`src/rtl/mux_scan_param.sv`:
```
// Registered N_CH-to-1 channel multiplexer with a manual select mode and a masked
// round-robin scan mode that dwells DWELL accepted transfers on each enabled channel.
module mux_scan_param #(
    parameter  int N_CH  = 16,
    parameter  int W     = 1,
    parameter  int DWELL = 1,
    localparam int SEL_W = $clog2(N_CH)
) (
    input  logic                clk,
    input  logic                rst,
    input  logic [N_CH*W-1:0]   in_data,
    input  logic [SEL_W-1:0]    sel,
    input  logic                mode,
    input  logic [N_CH-1:0]     ch_mask,
    input  logic                out_ready,
    output logic                out_valid,
    output logic [W-1:0]        out_data,
    output logic [SEL_W-1:0]    out_ch,
    output logic                scan_wrap
);

    typedef enum logic {
        ST_MANUAL = 1'b0,
        ST_SCAN   = 1'b1
    } state_t;

    localparam logic [7:0] DWELL_C = 8'(DWELL);

    state_t            state_q, state_d;
    logic [SEL_W-1:0]  ptr_q, ptr_d;
    logic [7:0]        dwell_q, dwell_d;
    logic              out_valid_q, out_valid_d;
    logic [W-1:0]      out_data_q, out_data_d;
    logic [SEL_W-1:0]  out_ch_q, out_ch_d;
    logic              scan_wrap_q, scan_wrap_d;

    logic              load_s;
    logic              any_en_s;
    logic              sel_ok_s;
    logic [SEL_W-1:0]  lowest_s;
    logic [SEL_W-1:0]  base_ptr_s;
    logic [7:0]        base_cnt_s;
    logic [SEL_W-1:0]  chosen_s;
    logic [7:0]        cnt_new_s;
    logic [SEL_W-1:0]  nxt_s;

    // First enabled channel at or after (inclusive) / strictly after (exclusive) 'from',
    // wrapping modulo N_CH; the exclusive search may land back on 'from' itself.
    function automatic logic [SEL_W-1:0] next_enabled(
        input logic [N_CH-1:0]  mask,
        input logic [SEL_W-1:0] from,
        input logic             inclusive
    );
        logic [SEL_W-1:0] res;
        logic             found;
        logic [N_CH-1:0]  sh;
        int               idx;
        res   = from;
        found = 1'b0;
        for (int off = 0; off <= N_CH; off++) begin
            idx = (int'(from) + off) % N_CH;
            sh  = mask >> idx;
            if (!found && sh[0] && (inclusive || (off != 0))) begin
                found = 1'b1;
                res   = idx[SEL_W-1:0];
            end
        end
        return res;
    endfunction

    function automatic logic [W-1:0] channel_data(
        input logic [N_CH*W-1:0] bus,
        input logic [SEL_W-1:0]  ch
    );
        logic [N_CH*W-1:0] sh;
        sh = bus >> (int'(ch) * W);
        return sh[W-1:0];
    endfunction

    // Scan candidate selection; entering from MANUAL restarts at the lowest enabled channel.
    always_comb begin
        load_s   = !out_valid_q || out_ready;
        any_en_s = |ch_mask;
        sel_ok_s = (int'(sel) < N_CH);
        lowest_s = next_enabled(ch_mask, {SEL_W{1'b0}}, 1'b1);
        if (state_q == ST_SCAN) begin
            base_ptr_s = ptr_q;
            base_cnt_s = dwell_q;
        end else begin
            base_ptr_s = lowest_s;
            base_cnt_s = 8'd0;
        end
        chosen_s = next_enabled(ch_mask, base_ptr_s, 1'b1);
        if (chosen_s == base_ptr_s) begin
            cnt_new_s = base_cnt_s + 8'd1;
        end else begin
            cnt_new_s = 8'd1;
        end
        nxt_s = next_enabled(ch_mask, chosen_s, 1'b0);
    end

    // Next-state and output update, applied only at load slots.
    always_comb begin
        state_d     = state_q;
        ptr_d       = ptr_q;
        dwell_d     = dwell_q;
        out_valid_d = out_valid_q;
        out_data_d  = out_data_q;
        out_ch_d    = out_ch_q;
        scan_wrap_d = 1'b0;
        if (load_s) begin
            if (mode) begin
                state_d = ST_SCAN;
                if (any_en_s) begin
                    out_valid_d = 1'b1;
                    out_data_d  = channel_data(in_data, chosen_s);
                    out_ch_d    = chosen_s;
                    if (cnt_new_s == DWELL_C) begin
                        ptr_d       = nxt_s;
                        dwell_d     = 8'd0;
                        scan_wrap_d = (nxt_s <= chosen_s);
                    end else begin
                        ptr_d   = chosen_s;
                        dwell_d = cnt_new_s;
                    end
                end else begin
                    out_valid_d = 1'b0;
                end
            end else begin
                state_d = ST_MANUAL;
                if (sel_ok_s) begin
                    out_valid_d = 1'b1;
                    out_data_d  = channel_data(in_data, sel);
                    out_ch_d    = sel;
                end else begin
                    out_valid_d = 1'b0;
                end
            end
        end else begin
            state_d = state_q;
        end
    end

    // State and output registers.
    always_ff @(posedge clk) begin
        if (rst) begin
            state_q     <= ST_MANUAL;
            ptr_q       <= {SEL_W{1'b0}};
            dwell_q     <= 8'd0;
            out_valid_q <= 1'b0;
            out_data_q  <= {W{1'b0}};
            out_ch_q    <= {SEL_W{1'b0}};
            scan_wrap_q <= 1'b0;
        end else begin
            state_q     <= state_d;
            ptr_q       <= ptr_d;
            dwell_q     <= dwell_d;
            out_valid_q <= out_valid_d;
            out_data_q  <= out_data_d;
            out_ch_q    <= out_ch_d;
            scan_wrap_q <= scan_wrap_d;
        end
    end

    assign out_valid = out_valid_q;
    assign out_data  = out_data_q;
    assign out_ch    = out_ch_q;
    assign scan_wrap = scan_wrap_q;

endmodule

```
`config.mk`:
```
export PLATFORM = sky130hd
export DESIGN_NAME = mux_scan_param
export DESIGN_NICKNAME = d
export VERILOG_FILES = /design/src/rtl/mux_scan_param.sv
export SDC_FILE = /design/constraint.sdc
export NUM_CORES = 1
export LEC_CHECK = 0
export CAP_MARGIN = 20
export CORE_MARGIN = 5
export CORE_UTILIZATION = 54
export CTS_CLUSTER_SIZE = 24
export DETAILED_ROUTE_END_ITERATION = 6
export GPL_TIMING_DRIVEN = 1
export PLACE_DENSITY_LB_ADDON = 0.3
export REMOVE_ABC_BUFFERS = 1
export SLEW_MARGIN = 20
export SYNTH_ARGS = -nofsm -noshare
export SYNTH_HDL_FRONTEND = slang
export SYNTH_SLANG_ARGS = --single-unit
```
`constraint.sdc`:
```
create_clock -name clk -period 30.7 [get_ports clk]
set_clock_uncertainty 0.05 [all_clocks]
set_input_delay 7.675 -clock clk [delete_from_list [all_inputs] [get_ports clk]]
set_output_delay 7.675 -clock clk [all_outputs]
set_load 0.02 [all_outputs]
```
### Routed clock nets over the placement, run 1

The bar under the picture is 50 um long.
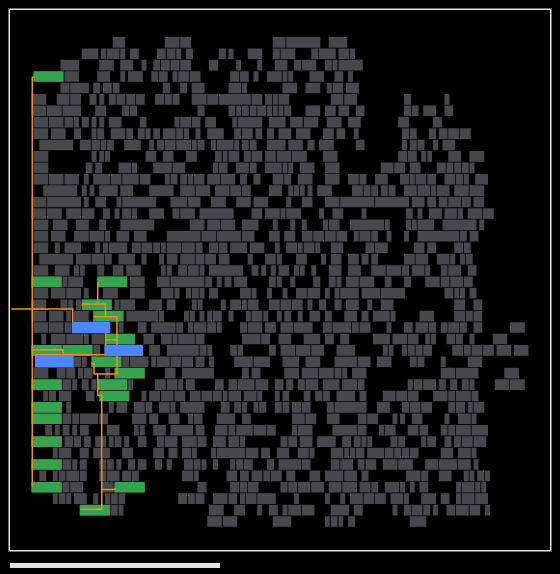
flip-flops -> green  # count 20
clock wires -> orange  # length 241 um
clock-net drivers -> blue  # count 3
routed clock nets = 4
latest clock arrival within the worst-skew pair: 250 ps
clock network fraction of total power: 2.7%
clock group total power: 25.9 uW

### Cells coloured by class, run 1

The bar under the picture is 50 um long.
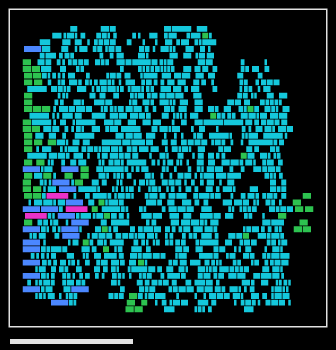
clock-net drivers -> magenta  # cells 3, share of their area 0.96%
remaining logic cells -> cyan  # cells 981, share of their area 87%
registers -> blue  # cells 20, share of their area 5.1%
remaining buffers and delay cells -> green  # cells 59, share of their area 7.1%

### Selected gate families, run 1

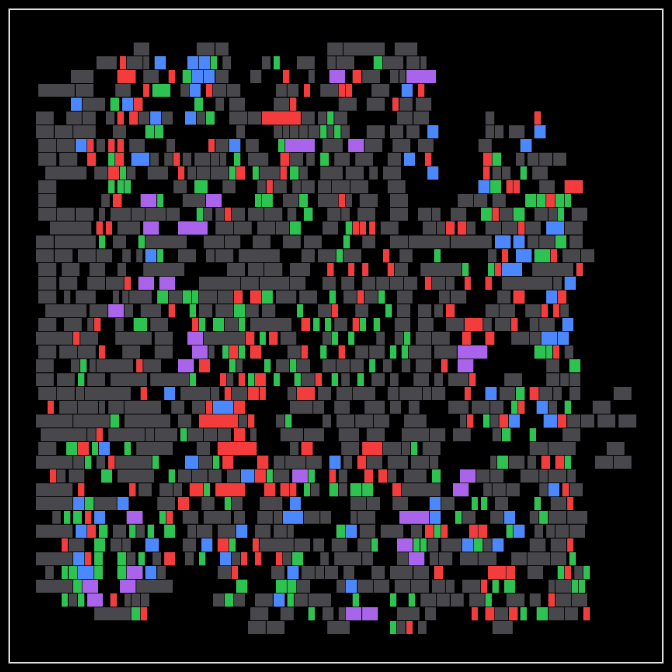
nand cells -> green  # cells 179, most used nand2_1, where spread over the die
and/or cells -> blue  # cells 65, most used and2_1, where spread over the die
nor cells -> red  # cells 172, most used nor2_1, where spread over the die
xor and xnor cells -> purple  # cells 29, most used xnor2_1
combinational share of cell area: 83.08%
non-filler cells in the finished layout: 1243
most frequently placed logic cell in the final layout: sky130_fd_sc_hd__nand2_1

### Track usage over the die, run 1

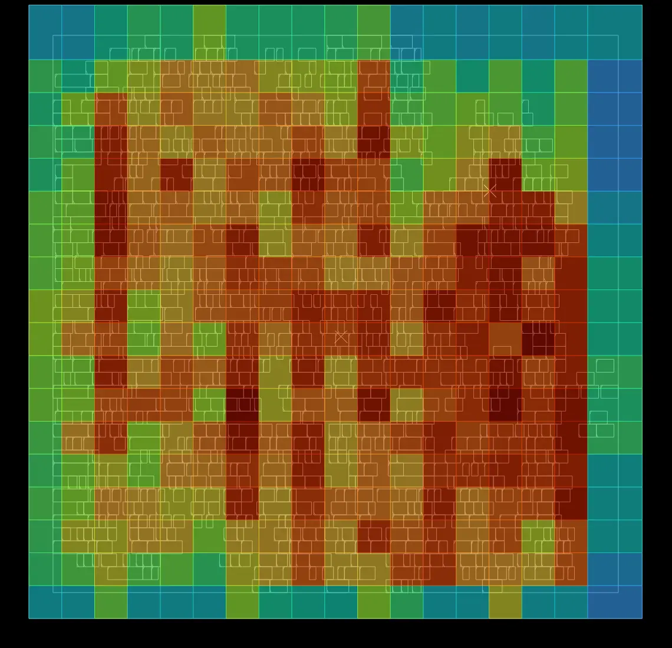
most used routing layer in global routing: met2
final core area utilization: 58.18%

==> run summary, run 1 <==
From the run reports.

- The number of input and output port buffers inserted reads 46.
- The worst hold path stage count is 2.
- Prior to clock tree synthesis, the placed netlist has a worst setup slack of 10340 ps.
- Of the cells placed in the final design, the portion with a size suffix greater than 1 is 12.04%.
- The slew of the pin with the lowest slew margin is 1036 ps.
- The post-CTS repair timing setup buffer count reads 0.
- The H-tree level count is 1.
- The worst hold slack is 397.4 ps.
- The largest register by flop count reads dwell_q.
- The detailed router placed 9218 vias in this run.
- In this run the cell area measured after placement is 0.008001 mm2.
- The top flip-flop cell by instance count after synthesis reads sky130_fd_sc_hd__dfxtp_1.
- The total of flip-flops plus latches after synthesis is 20.
- The x dimension of the die reads 128.8 um.
- The unique cell type count in the Yosys netlist reads 105.
- The post-synth area from yosys stat is 0.007615 mm2.
- The sequential-to-total area share from yosys stat is 5.258%.
- The standard cell with the maximum stage delay on the critical path reads sky130_fd_sc_hd__ha_1.
- Entering global routing, the biggest net connects 34 pins.
- STA classifies the critical path startpoint as an input pin.
- The critical register-to-register path startpoint is state_q.
- The well-tap cell count is 180.
- The global-route met3 utilization is 4.815%.
- The power group with the highest consumption is combinational cells.
- The flow ran to the end, but the final reports show violations.
- The number of antenna violations at the first check in global routing is 0.
- In this run, CTS created clock tree buffers numbering 3.
- The routed length on met3 reads 2974 um.
- The switching share of total power reads 59.58%.
- The final layout contains 1121 nets.
- The top cell family by delay on the critical path reads simple AND/OR/NAND/NOR gates.
- The overall power of the completed layout reads 969.6 uW.
- 47 I/O pins were placed.
- The endpoint of the worst hold-timing path is dwell_q[1].
- The proportion of register bits with asynchronous set or reset after synthesis reads 0%.
- For the finished layout, the period the worst path requires is 20460 ps.
- STA classifies the critical path endpoint as a flop.
- Global routing consumed, over all layers together, 33.32% of the routing resources.
- In the final layout, flip-flops and latches take up 4.957% of the cell area.
- The complex-gate fraction of the synthesized area is 39.81%.
- The checks that failed: DRC.
- The number of clock buffers in the layout is 3.
- The overall routed net length reads 28620 um.
- Power attributed to sequential cells is 32.9 uW.
- The placer's final routability congestion estimate reads 1.072.
- The final instance area reads 0.008077 mm2.
- The number of design rule violations left after detail routing is 3.
- The average wire length per cell after detail routing is 23.02 um.
- The path type of the worst min-delay path is flop to flop.
- The report shows a maximum critical-path fanout of 31.
- The mean post-synth cell area is 7.051 um2.
- The area of the core is 0.01388 mm2.
- After technology mapping, the gate count stands at 1080.
- The total leakage power is 3.093 nW.
- The number of antenna diodes in the final layout is 0.
- Power spread over the standard cell area amounts to 120.1 mW/mm2.
- The origin of the worst min-delay path is dwell_q[1].
- Setup repair after global routing left no endpoint under its margin.
- The top cell class by occupied area is logic gates.
- The OpenROAD warning count is 33.
- The fraction of area in clock buffers and inverters reads 0.9295%.
- The capture point of the worst reg-to-reg path is scan_wrap.
- The overall die area reads 0.01658 mm2.
- The layout report lists the non-clock buffer share of cell area as 6.909%.
- According to the cell report, the number of logic gates is 953.
- The path length in cells of the critical path is 40.
- Max-cap violations in this run came to 0.
- The hold violation count in the final report is 0.
- The number of optimization iterations in the first detailed-route pass reads 7.
- Counting along the longest clock path gives a buffer depth of 2.
- The detailed router used layers up to and including met4.
- The flow reports power dissipated in combinational cells as 911 uW.
- The TritonCTS clock tree reads built.
- Detailed routing placed a total of 13150 um of wire on met2.
- The final count of pins violating max slew is 0.
- Along the critical path, the tally of buffer and inverter instances is 4.
- The worst slew slack as a fraction of its limit is 30.54%.
- The post-synthesis cell type with the largest instance count reads sky130_fd_sc_hd__nand2_1.
- The cell area after synthesis reads 0.007615 mm2.
- After synthesis, the largest family of logic cells by area is AND-OR/OR-AND gates.
- The cell with the most instances on the worst path reads sky130_fd_sc_hd__a211o_1.
- The remaining antenna violation count after routing is 0.
- The starting density of the core reads 54.86%.
- The share of total power in combinational logic is 93.9%.
- The launching element of the worst setup path reads ch_mask[8].
- After clock tree synthesis, the repair step resized 0 gates.
- In this run the core area contains 43 standard-cell rows.
- The register clock-pin slew on the reported worst setup and hold paths reads 50 ps.
- The internal power consumption is 391.9 uW.
- The sum of negative setup slack is 0 ps.
- The xor-xnor portion of the synthesized cell area is 3.828%.
- The worst-case setup margin in the final layout is 10240 ps.
- The endpoint of the most critical setup path reads scan_wrap.
- The register cell area after layout is 400.4 um2.
- The required time at the worst-slack endpoint reads 30840 ps.
- The wire length of the first global-routing pass is 45230 um.
- The total of plain and repair buffers excluding clock buffers is 59.
- The filler cells instantiated in the layout total 1344.
- The category of the most critical setup path is input pin to flop.
- The cell at the root of the clock tree is sky130_fd_sc_hd__clkbuf_16.
- The synthesis run shows the most used standard cells to be sky130_fd_sc_hd__nand2_1 (115), sky130_fd_sc_hd__nor2_1 (104), sky130_fd_sc_hd__o21ai_0 (65), sky130_fd_sc_hd__mux2i_1 (52), sky130_fd_sc_hd__clkbuf_1 (44).
- After detailed placement, the design holds a cell count of 1240.
- Between the synthesized netlist and the finished layout, the area growth was recorded as 6.063%.
- The multi-input logic area reads 0.006710 mm2.
- The sum of net half-perimeters after detailed placement is 21760 um.
- The yosys cell count is 1080.
- The met2 track utilization from global routing reads 55.06%.
- The synthesized netlist devotes 2.629% of its cell area to adder and majority cells.
- Summed over all layers, the global routing overflow is 0.
- The post-cts hold buffer count is 0.
- The share of total power in sequential cells reads 3.4%.
- In the layout the commonest cells are sky130_fd_sc_hd__nand2_1 (115), sky130_fd_sc_hd__nor2_1 (104), sky130_fd_sc_hd__o21ai_0 (65).
- Ranked by total cell area, the synthesized netlist is headed by sky130_fd_sc_hd__mux2i_1 (6.8%), sky130_fd_sc_hd__nand2_1 (5.7%), sky130_fd_sc_hd__dfxtp_1 (5.3%).
- The power spent charging and discharging nets is 577.7 uW.
- Of all cell types, the one taking the most synthesized area is sky130_fd_sc_hd__mux2i_1.
- The warning tally printed by Yosys for this design is 0.
- The number of cells on the worst reg-to-reg path is 38.
- The routed metal-1 wire length is 11110 um.
- The final layout contains a sequential cell count of 20.
- Counting every sink on the clock net gives 20.
- The flip-flop count of the largest register after layout is 8.
==> inputs of run 2 (changes only) <==
==> constraint.sdc (replaced) <==
create_clock -name clk -period 16.48 [get_ports clk]
set_clock_uncertainty 0.05 [all_clocks]
set_input_delay 4.12 -clock clk [delete_from_list [all_inputs] [get_ports clk]]
set_output_delay 4.12 -clock clk [all_outputs]
set_load 0.02 [all_outputs]
### Register map, names as in the netlist, run 2

The bar under the picture is 50 um long. Other sequential cells in the stronger grey, the rest of the logic in the fainter grey.
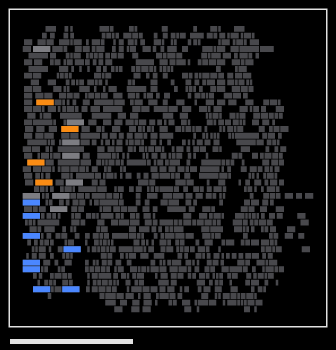
dwell_q -> blue  # flops 8, where lower left
out_ch -> orange  # flops 4, where middle left
not coloured = 8

==> run summary, run 2 <==
From the run reports.

- The run finished with clean final reports.
- The xor-xnor portion of the synthesized cell area is 3.828%.
- The TritonCTS clock tree is built.
- The share of total power in sequential cells is 3.4%.
- The power drawn by the clock network is 68.5 uW.
- The post-placement cell area is 0.008061 mm2.
- The category of the most critical setup path reads input pin to flop.
- The number of input and output port buffers inserted reads 46.
- The most common logic cells in the final layout are sky130_fd_sc_hd__nand2_1 (115), sky130_fd_sc_hd__nor2_1 (104), sky130_fd_sc_hd__o21ai_0 (65).
- The met2 track utilization from global routing reads 50.55%.
- The power of the sequential group is 62.1 uW.
- Per the OpenROAD floorplan log, the width of the die is 128.8 um.
- The layout multi-input combinational cell count is 953.
- STA classifies the critical path startpoint as an input pin.
- The sum of negative setup slack reads 0 ps.
- In the final layout, the clock buffer count is 3.
- The switching share of total power is 59.15%.
- The internal power consumption reads 753.9 uW.
- The pin count of the biggest net entering global routing reads 33.
- The cell area after synthesis reads 0.007615 mm2.
- TritonRoute reported its final design rule violation total as 0.
- The synth_stat.txt file lists the number of cells as 1080.
- The sum of net half-perimeters after detailed placement is 21440 um.
- The clock reaches the later pin of the worst-skew pair after 260 ps.
- The overall track demand over capacity in global routing is 32.84%.
- In the post-route analysis, the smallest setup slack over all paths is 892.4 ps.
- Cells fill 58.89% of the core in the end.
- The power spent charging and discharging nets is 1.092 mW.
- After synthesis, the most frequently instantiated cells are sky130_fd_sc_hd__nand2_1 (115), sky130_fd_sc_hd__nor2_1 (104), sky130_fd_sc_hd__o21ai_0 (65), sky130_fd_sc_hd__mux2i_1 (52), sky130_fd_sc_hd__clkbuf_1 (44).
- The total leakage power is 3.147 nW.
- The count of clock tree sinks reads 20.
- By instance count after routing, the leading logic cell type is sky130_fd_sc_hd__nand2_1.
- The number of optimization iterations in the first detailed-route pass is 5.
- The buffers plus inverters on the worst setup path is 4.
- The top cell family by delay on the critical path is simple AND/OR/NAND/NOR gates.
- The kind of end point of the critical path reads a flop.
- The wire length of the first global-routing pass reads 44240 um.
- In this run the tools logged warnings totalling 33.
- Walking the critical path from launch to capture passes 40 cell instances.
- The worst register-to-register path begins at state_q.
- During synthesis, Yosys emitted a total of 0 warnings.
- The required time at the worst-slack endpoint is 16640 ps.
- The area taken by multi-input combinational cells is reported as 0.006718 mm2.
- The layout filler cell count is 1309.
- The number of sequential cells is 20.
- The report counts max-capacitance violations totalling 0.
- The global-route met3 utilization reads 6.393%.
- The final instance area reads 0.008174 mm2.
- The starting density of the core reads 54.86%.
- The fraction of area in non-clock buffers reads 7.562%.
- The unique cell type count in the Yosys netlist is 105.
- The routed length on met3 reads 3704 um.
- The number of cells on the worst reg-to-reg path reads 38.
- The complex-gate fraction of the synthesized area reads 39.81%.
- The total placed cells including tap cells is 1248.
- The routed layout has 9282 vias.
- The well-tap cell count reads 180.
- Per the layout area report, the register area comes to 400.4 um2.
- The top cell type by total area after synthesis reads sky130_fd_sc_hd__mux2i_1.
- The met2 layer wire length in the routed design is 12110 um.
- The register clock-pin slew on the reported worst setup and hold paths reads 60 ps.
- The endpoint of the most critical setup path is scan_wrap.
- The maximum buffer depth of the clock tree reads 2.
- The region available for standard cell placement spans 0.01388 mm2.
- The adder and majority cell fraction of the synthesized area reads 2.629%.
- Across all checked pins, the minimum headroom to the slew limit is 25.66%.
- The cell with the most instances on the worst path reads sky130_fd_sc_hd__ha_1.
- In this run the post-CTS setup repair buffer count came out at 0.
- The worst hold path stage count reads 2.
- Setup repair after global routing left no endpoint under its margin.
- STA lists the startpoint of the worst hold path as dwell_q[1].
- The average wire length per cell after detail routing is 22.71 um.
- The sequential-to-total area share from yosys stat is 5.258%.
- The count of pins on the block boundary reads 47.
- The post-CTS resize count reads 0.
- The dominant kind of combinational cell is AND-OR/OR-AND gates.
- The final count of pins violating max slew reads 0.
- The overall power of the completed layout reads 1.846 mW.
- The routed metal-1 wire length reads 11380 um.
- The launching element of the worst setup path reads ch_mask[9].
- The clock network burns 3.7% of the power.
- The capture point of the worst reg-to-reg path reads scan_wrap.
### Cells coloured by class, run 2

The bar under the picture is 50 um long.
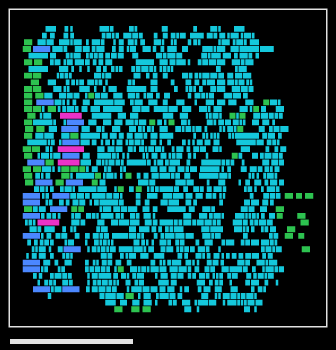
number of placement rows: 43
flip-flop and latch share of the layout cell area: 4.898%

==> inputs of run 3 (changes only) <==
--- a/config.mk
+++ b/config.mk
@@ -10,7 +10,9 @@
 export CORE_UTILIZATION = 54
 export CTS_CLUSTER_SIZE = 24
 export DETAILED_ROUTE_END_ITERATION = 6
+export DONT_BUFFER_PORTS = 1
 export GPL_TIMING_DRIVEN = 1
+export HOLD_SLACK_MARGIN = 0.06
 export PLACE_DENSITY_LB_ADDON = 0.3
 export REMOVE_ABC_BUFFERS = 1
 export SLEW_MARGIN = 20
### Register map, names as in the netlist, run 3

The bar under the picture is 50 um long. Other sequential cells in the stronger grey, the rest of the logic in the fainter grey.
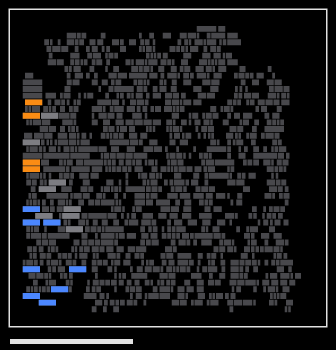
out_ch -> orange  # flops 4, where middle left
dwell_q -> blue  # flops 8, where lower left
not coloured = 8

==> run summary, run 3 <==
From the run reports.

- The final count of pins violating max slew is 0.
- The worst-case setup margin in the final layout reads 654.9 ps.
- The report lists the number of standard-cell rows as 43.
- The top cell family by delay on the critical path is AND-OR/OR-AND gates.
- The sequential-to-total area share from yosys stat reads 5.258%.
- For this run, the leading register cell type out of synthesis is sky130_fd_sc_hd__dfxtp_1.
- In this run, placement finished with an instance count of 1196.
- The detailed router used layers up to and including met4.
- The starting density of the core is 54.86%.
- The met2 layer wire length in the routed design is 12340 um.
- The peak fanout along the critical path is 23.
- The post-layout utilization of the core reads 55.19%.
- The critical register-to-register path startpoint reads state_q.
- The number of sequential cells reads 20.
- The cell area after synthesis is 0.007615 mm2.
- The post-synthesis cell type with the largest instance count reads sky130_fd_sc_hd__nand2_1.
- The number of optimization iterations in the first detailed-route pass is 6.
- The share of total power in combinational logic is 92.8%.
- The tightest hold path in the finished design has a slack of 388.9 ps.
- The count of inserted antenna diode cells reads 0.
- Leaving out buffers and inverters, the combinational logic in the layout accounts for 0.006710 mm2.
- Across the whole layout, storage elements account for 400.4 um2.
- Counting instances in the post-synthesis netlist gives the leading cell types as sky130_fd_sc_hd__nand2_1 (115), sky130_fd_sc_hd__nor2_1 (104), sky130_fd_sc_hd__o21ai_0 (65), sky130_fd_sc_hd__mux2i_1 (52), sky130_fd_sc_hd__clkbuf_1 (44).
- The post-CTS repair timing setup buffer count reads 0.
- The power spent charging and discharging nets is 1.081 mW.
- The startpoint type of the worst setup path is an input pin.
- The yosys cell count reads 1080.
- The report lists the power per cell area as 238.0 mW/mm2.
- Summing the areas of all fa, ha and maj instances in the mapped netlist gives 2.629% of the synthesized area.
- According to the floorplan report, the placeable core area is 0.01388 mm2.
- Counting flops per register, the top entry is dwell_q.
- For this run the detailed placement stage logged an HPWL of 21800 um.
- By instance count after routing, the leading logic cell type is sky130_fd_sc_hd__nand2_1.
- The routed layout has 8908 vias.
- The sum of overflow across all layers after global routing is 0.
- The post-synth register bit count is 20.
- The x dimension of the die reads 128.8 um.
- Of the total power, the share spent switching nets is 59.31%.
- In the final layout, the share of cells above drive strength 1 is 12.84%.
- The launching element of the worst setup path is ch_mask[2].
- The non-filler instance count after layout is 1200.
- The overall power of the completed layout is 1.823 mW.
- The number of nets at the end of the flow reads 1077.
- Hold analysis lists the worst path endpoint as dwell_q[1].
- The layout filler cell count is 1368.
- The cell with the most instances on the worst path is sky130_fd_sc_hd__ha_1.
- Setup repair after global routing left no endpoint under its margin.
- The proportion of register bits with asynchronous set or reset after synthesis is 0%.
- Post-synthesis, Yosys gives the total cell area as 0.007615 mm2.
- The post-cts hold buffer count is 0.
- The final instance area reads 0.007661 mm2.
- The post-synthesis cell count is 1080.
- The number of cells on the worst reg-to-reg path is 37.
- The post-CTS resize count is 0.
- The count of pins on the block boundary reads 47.
- The kind of end point of the critical path reads a flop.
- The routed metal-1 wire length reads 11400 um.
- The flip-flop count of the largest register after layout is 8.
- The worst register-to-register path ends at scan_wrap.
- The path length in cells of the critical path reads 37.
- The sum of negative setup slack is 0 ps.
- Warnings raised by the tools during the run amount to 33.
- The fraction of post-synthesis cell area in the top cell type by area is 6.835%.
- The top cell type by total area after synthesis reads sky130_fd_sc_hd__mux2i_1.
- The average wire length per cell after detail routing is 23.58 um.
- The standard cell with the maximum stage delay on the critical path reads sky130_fd_sc_hd__o21ai_2.
- The later pin in the worst-skew pair is clocked with a latency of 250 ps.
- CTS built an H-tree with a depth of 1.
- The run finished with clean final reports.
- The overall track demand over capacity in global routing reads 32.93%.
- The synthesis report lists the most area-consuming cells as sky130_fd_sc_hd__mux2i_1 (6.8%), sky130_fd_sc_hd__nand2_1 (5.7%), sky130_fd_sc_hd__dfxtp_1 (5.3%).
- The power group with the highest consumption reads combinational cells.
- The floorplan report lists the tap cell count as 180.
- The top cell types in the final layout, fill and taps aside, are sky130_fd_sc_hd__nand2_1 (115), sky130_fd_sc_hd__nor2_1 (104), sky130_fd_sc_hd__o21ai_0 (65).
- On met2, the global router reports a usage of 51.71%.
- The overall routed net length reads 28290 um.
- The gate-level netlist out of Yosys references 105 unique cell types.
- The global-route met3 utilization is 4.566%.
- The power of the sequential group reads 65.3 uW.
- Internal power comes to 741.9 uW.
- The top cell class by occupied area reads logic gates.
- The mean post-synth cell area is 7.051 um2.
- The setup slack at placement is 747.5 ps.
- The count of clock tree sinks is 20.
- The number of design rule violations left after detail routing reads 0.
- The fraction of area in non-clock buffers is 1.470%.
- The count of warnings emitted by yosys reads 0.
- The sequential portion of the cell area reads 5.226%.
- The xor-xnor portion of the synthesized cell area is 3.828%.
- In this run, the synthesized area fraction spent on AND-OR/OR-AND gates is recorded as 39.81%.
- The TritonCTS clock tree reads built.
- The routed length on met3 is 2979 um.
- The number of clock buffers in the layout is 3.
- The number of buffers added by the clock tree synthesis step is 3.
- The hold violation count in the final report reads 0.
- The dominant kind of combinational cell is AND-OR/OR-AND gates.
- The worst slew slack as a fraction of its limit is 25.66%.
- The register clock-pin slew on the reported worst setup and hold paths is 60 ps.
- The floorplan die height reads 128.8 um.
- The layer with the highest usage is met2.
- The wire length of the first global-routing pass reads 44420 um.
- The critical path endpoint has a required time of 16630 ps.
- The minimum clock period after layout reads 15830 ps.
- The power of the combinational group reads 1.69 mW.
- The fraction of area in clock buffers and inverters reads 1.372%.
- For this design the static power due to leakage is 2.939 nW.
- The maximum buffer depth of the clock tree reads 2.
- The share of total power in sequential cells is 3.6%.
- The area added between synthesis and finish reads 0.6080%.
- At the pin with the least slew margin, the transition time is 1115 ps.
- The placed standard-cell area is 0.007556 mm2.
- Counting instances, the worst hold path has a depth of 2.
- The layout multi-input combinational cell count reads 953.
- The endpoint of the most critical setup path is scan_wrap.
- The reported max-cap violation count reads 0.
- The multi-input combinational area share is 87.59%.
- The placer's final routability congestion estimate is 0.9987.
- The number of input and output port buffers inserted is 0.
- The number of antenna violations at the first check in global routing reads 0.
- In the setup report, the worst path falls into the class input pin to flop.
- Entering global routing, the biggest net connects 34 pins.
- The cell at the root of the clock tree reads sky130_fd_sc_hd__clkbuf_16.
- The total of plain and repair buffers excluding clock buffers is 15.
- Along the critical path, the tally of buffer and inverter instances is 2.
- The detail route stage leaves a number of antenna-violating nets equal to 0.
- The overall die area is 0.01658 mm2.
- The path type of the worst min-delay path is flop to flop.
- The origin of the worst min-delay path reads dwell_q[1].
### Routed clock nets over the placement, run 3

The bar under the picture is 50 um long.
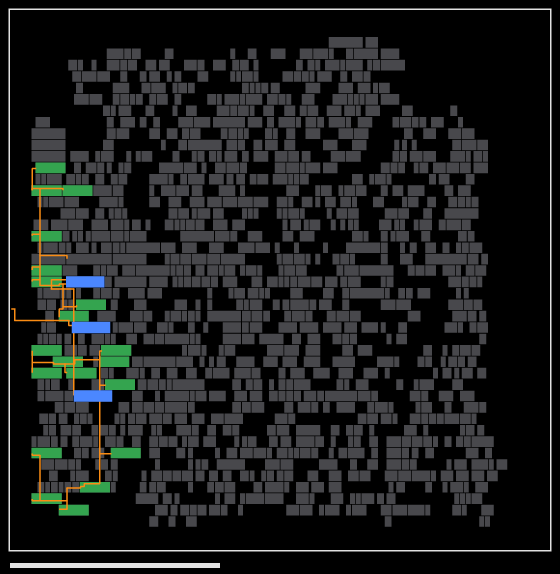
clock group total power: 66.9 uW
clock network fraction of total power: 3.7%

Power figures rest on the tool's default switching activity, not on a simulated workload.
